[src/rtl/ntru_conv_mac_seq_pkg.sv]
// Shared definitions for the NTRU cyclic-convolution MAC sequencer.
package ntru_conv_mac_seq_pkg;

  // Coefficient width, fixed by the 11-bit MAC unit (q = 2048).
  localparam int W = 11;

  typedef enum logic [2:0] {
    S_IDLE,
    S_LOAD_B,
    S_WAIT_A,
    S_MAC,
    S_DRAIN
  } state_t;

  // Increment an index modulo n, so that n-1 wraps exactly to 0 for any n.
  function automatic int wrap_inc(input int idx, input int n);
    return (idx >= n - 1) ? 0 : idx + 1;
  endfunction

  // (n - idx) mod n, used as the starting b index for a coefficient a_idx.
  function automatic int wrap_neg(input int idx, input int n);
    return (idx == 0) ? 0 : n - idx;
  endfunction

endpackage

[src/rtl/ntru_conv_mac_seq_au.sv]
// Combinational 11-bit multiply-accumulate unit: out = num3 + num1*num2 mod 2^11.
module AU_COMP11x11 (
  input  logic [10:0] num1,
  input  logic [10:0] num2,
  input  logic [10:0] num3,
  output logic [10:0] out
);

  // Everything is evaluated at 11 bits, so carries beyond bit 10 are dropped.
  assign out = num3 + num1 * num2;

endmodule

[src/rtl/ntru_conv_mac_seq.sv]
// Cyclic convolution c = a*b mod (x^N - 1, 2^11): loads b, streams a one
// coefficient at a time, performs one MAC per cycle, then streams c out.
module ntru_conv_mac_seq
  import ntru_conv_mac_seq_pkg::*;
#(
  parameter int N = 16
) (
  input  logic         clk,
  input  logic         rst_n,
  input  logic         start,
  output logic         busy,
  input  logic         b_valid,
  input  logic [W-1:0] b_data,
  output logic         b_ready,
  input  logic         a_valid,
  input  logic [W-1:0] a_data,
  output logic         a_ready,
  output logic         c_valid,
  output logic [W-1:0] c_data,
  input  logic         c_ready,
  output logic         done
);

  localparam int IW = (N > 1) ? $clog2(N) : 1;
  localparam logic [IW-1:0] LAST = IW'(N - 1);

  state_t        r_state, w_state_nxt;
  logic [IW-1:0] r_bcnt, r_icnt, r_k, r_j, r_ocnt;
  logic [W-1:0]  r_a;
  logic [W-1:0]  r_b   [N];
  logic [W-1:0]  r_acc [N];
  logic [W-1:0]  r_c_data;
  logic          r_c_valid, r_done;
  logic [W-1:0]  w_au_out;
  logic          w_b_fire, w_a_fire, w_c_fire;

  // Handshakes derived from state directly so ready outputs never loop back.
  assign w_b_fire = b_valid && (r_state == S_LOAD_B);
  assign w_a_fire = a_valid && (r_state == S_WAIT_A);
  assign w_c_fire = c_ready && r_c_valid && (r_state == S_DRAIN);

  assign c_valid = r_c_valid;
  assign c_data  = r_c_data;
  assign done    = r_done;

  AU_COMP11x11 u_au (
    .num1 (r_a),
    .num2 (r_b[r_j]),
    .num3 (r_acc[r_k]),
    .out  (w_au_out)
  );

  // State register.
  always_ff @(posedge clk or negedge rst_n) begin
    if (!rst_n) r_state <= S_IDLE;
    else        r_state <= w_state_nxt;
  end

  // Next-state decode and per-state handshake outputs.
  always_comb begin
    w_state_nxt = r_state;
    busy        = 1'b1;
    b_ready     = 1'b0;
    a_ready     = 1'b0;
    case (r_state)
      S_IDLE: begin
        busy = 1'b0;
        if (start) w_state_nxt = S_LOAD_B;
      end
      S_LOAD_B: begin
        b_ready = 1'b1;
        if (w_b_fire && r_bcnt == LAST) w_state_nxt = S_WAIT_A;
      end
      S_WAIT_A: begin
        a_ready = 1'b1;
        if (w_a_fire) w_state_nxt = S_MAC;
      end
      S_MAC: begin
        if (r_k == LAST) w_state_nxt = (r_icnt == LAST) ? S_DRAIN : S_WAIT_A;
      end
      S_DRAIN: begin
        if (w_c_fire && r_ocnt == LAST) w_state_nxt = S_IDLE;
      end
      default: w_state_nxt = S_IDLE;
    endcase
  end

  // Counters, coefficient files and the registered output stage.
  always_ff @(posedge clk or negedge rst_n) begin
    if (!rst_n) begin
      r_bcnt    <= '0;
      r_icnt    <= '0;
      r_k       <= '0;
      r_j       <= '0;
      r_ocnt    <= '0;
      r_a       <= '0;
      r_c_data  <= '0;
      r_c_valid <= 1'b0;
      r_done    <= 1'b0;
      for (int i = 0; i < N; i++) begin
        r_b[i]   <= '0;
        r_acc[i] <= '0;
      end
    end else begin
      r_done <= 1'b0;
      case (r_state)
        S_IDLE: begin
          if (start) begin
            r_bcnt <= '0;
            for (int i = 0; i < N; i++) r_acc[i] <= '0;
          end
        end
        S_LOAD_B: begin
          if (w_b_fire) begin
            r_b[r_bcnt] <= b_data;
            r_bcnt      <= IW'(wrap_inc(int'(r_bcnt), N));
            if (r_bcnt == LAST) r_icnt <= '0;
          end
        end
        S_WAIT_A: begin
          if (w_a_fire) begin
            r_a <= a_data;
            r_k <= '0;
            r_j <= IW'(wrap_neg(int'(r_icnt), N));
          end
        end
        S_MAC: begin
          r_acc[r_k] <= w_au_out;
          r_k        <= IW'(wrap_inc(int'(r_k), N));
          r_j        <= IW'(wrap_inc(int'(r_j), N));
          if (r_k == LAST) begin
            if (r_icnt == LAST) begin
              // acc[0] was finished N-1 cycles ago, so it is safe to present now.
              r_ocnt    <= '0;
              r_c_valid <= 1'b1;
              r_c_data  <= r_acc[0];
            end else begin
              r_icnt <= r_icnt + 1'b1;
            end
          end
        end
        S_DRAIN: begin
          if (w_c_fire) begin
            if (r_ocnt == LAST) begin
              r_c_valid <= 1'b0;
              r_done    <= 1'b1;
              r_ocnt    <= '0;
            end else begin
              r_ocnt   <= r_ocnt + 1'b1;
              r_c_data <= r_acc[IW'(wrap_inc(int'(r_ocnt), N))];
            end
          end
        end
        default: ;
      endcase
    end
  end

endmodule

[config.mk]
export PLATFORM = sky130hd
export DESIGN_NAME = ntru_conv_mac_seq
export DESIGN_NICKNAME = d
export VERILOG_FILES = /design/src/rtl/ntru_conv_mac_seq_pkg.sv /design/src/rtl/ntru_conv_mac_seq_au.sv /design/src/rtl/ntru_conv_mac_seq.sv
export SDC_FILE = /design/constraint.sdc
export NUM_CORES = 1
export LEC_CHECK = 0
export CAP_MARGIN = 20
export CORE_MARGIN = 4
export CORE_UTILIZATION = 40
export CTS_CLUSTER_DIAMETER = 150
export DETAILED_ROUTE_END_ITERATION = 16
export GPL_TIMING_DRIVEN = 0
export HOLD_SLACK_MARGIN = 0.05
export PLACE_DENSITY = 0.59
export RECOVER_POWER = 50
export SLEW_MARGIN = 20
export SYNTH_ARGS = -nofsm -noshare
export SYNTH_HDL_FRONTEND = slang
export SYNTH_SLANG_ARGS = --single-unit
[constraint.sdc]
create_clock -name clk -period 9.9 [get_ports clk]
set_clock_uncertainty 0.05 [all_clocks]
set_input_delay 0.99 -clock clk [delete_from_list [all_inputs] [get_ports clk]]
set_output_delay 0.99 -clock clk [all_outputs]
set_load 0.005 [all_outputs]
Fig. 1: M1 wires
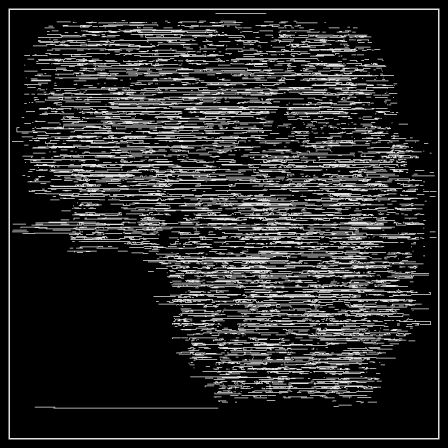
wire length on this layer	27.5 mm
main direction	horizontal
vias: 15900
Post-Route WL: 64700 um
met1 Use GR: 31.3%

Fig. 2: met2 routing
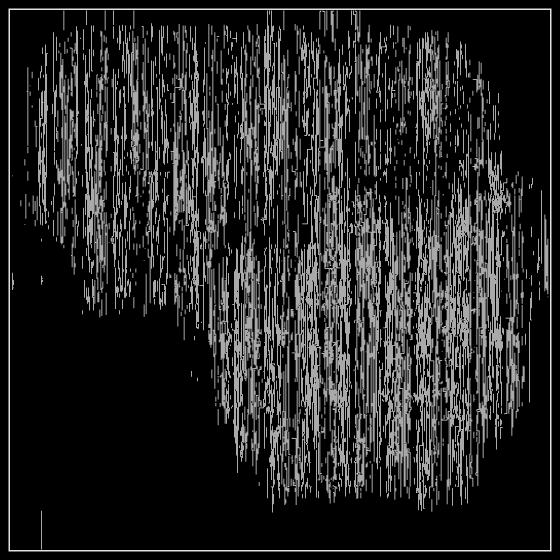
nets with wire on the layer	1796
main direction	vertical
met2 Resource Use GR: 34.6%

==> out/qor.txt <==
final slew viol count: 189
Synth top cell by count: dfrtp_1
slew margin rel.: -250%
Final Cycle Share: 85.3%
CP Buf/Inv Count: 7
DR DRC count: 0
ys flop type: dfrtp_1
Post-CTS Repair Setup Buffers: 0
post-synth area from yosys stat: 21900 um2
pre-CTS setup slack: 1.41 ns
Clock Path Buffers: 3
xor+xnor area frac: 1.36%
global-route wire length before repair: 101000 um
vias in the first global route: 16200
CTS Sinks: 399
Post-synth seq share: 45.7%
Crit path largest cell delay: 0.67 ns
Clk Latency, worst-skew pair: 0.59 ns
clock-net power: 0.00180 W
CTS tree: done
max cap viols: 2
hold crit path type: reg -> reg
failing checks: max-capacitance violations, max-slew violations
minimum clock period: 8.44 ns
hold path depth: 2
post-synth top area share: 45.7%
Reg2Reg Launch Point: r_j[2]$_DFFE_PN0P_
Worst setup SP type: register
dpl cell area: 23300 um2
CP Capture Type: register
initial antenna violation count: 1
Max VDD drop: 216 uV
most used logic cell in the final layout: dfrtp_1
Routed Antenna Nets: 0
reg2reg end: r_acc[98]$_DFFE_PN0P_
FMAX: 118 MHz
Logic family by area: multiplexers
clock share of power: 25.3%
status: complete, but fails checks
#FFs+latches synth: 399
Levels on crit path: 23
worst hold endpoint: c_data[1]$_DFFE_PN0P_
chip area: 58500 um2
Fig. 3: the metal 3 layer
Bar = 50 um. Cells faint in the background.
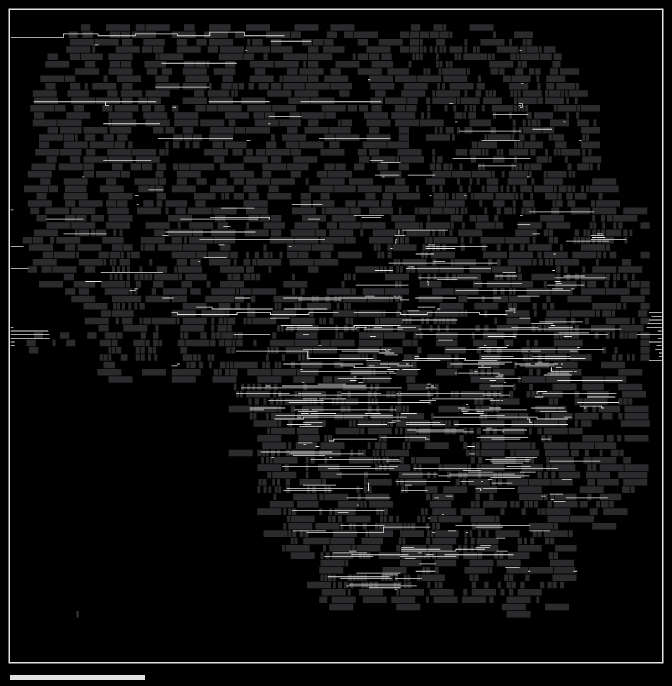
wire length on this layer	4650 um
nets with wire on the layer	257
met3 Usage GRT: 3.57%

sequential cells by signal, indices dropped and copies added, names as in the netlist:
register / cells
r_bcnt: 4
c_valid: 1
r_state: 3
r_a: 11
r_ocnt: 4
r_j: 4
r_k: 4
r_b: 176
done: 1
c_data: 11
r_icnt: 4
r_acc: 176
layer usage:
layer	vias to the layer above	routed length, um
li1	6878	-
met1	8207	27500
met2	701	29800
met3	146	4650
met4	0	2750
met5	-	0
area by class of cell:
cell class / instances / area, um2
inverter: 82 / 308
tap: 696 / 871
sequential: 399 / 9980
buffer: 147 / 596
multi-input combinational: 1257 / 11000
clock buffer: 68 / 1300
clock inverter: 15 / 280
timing repair buffer: 48 / 503
fill: 4916 / 29100
antenna: 1 / 2.50
No activity file was given, so power comes from the tool's default toggle rates.
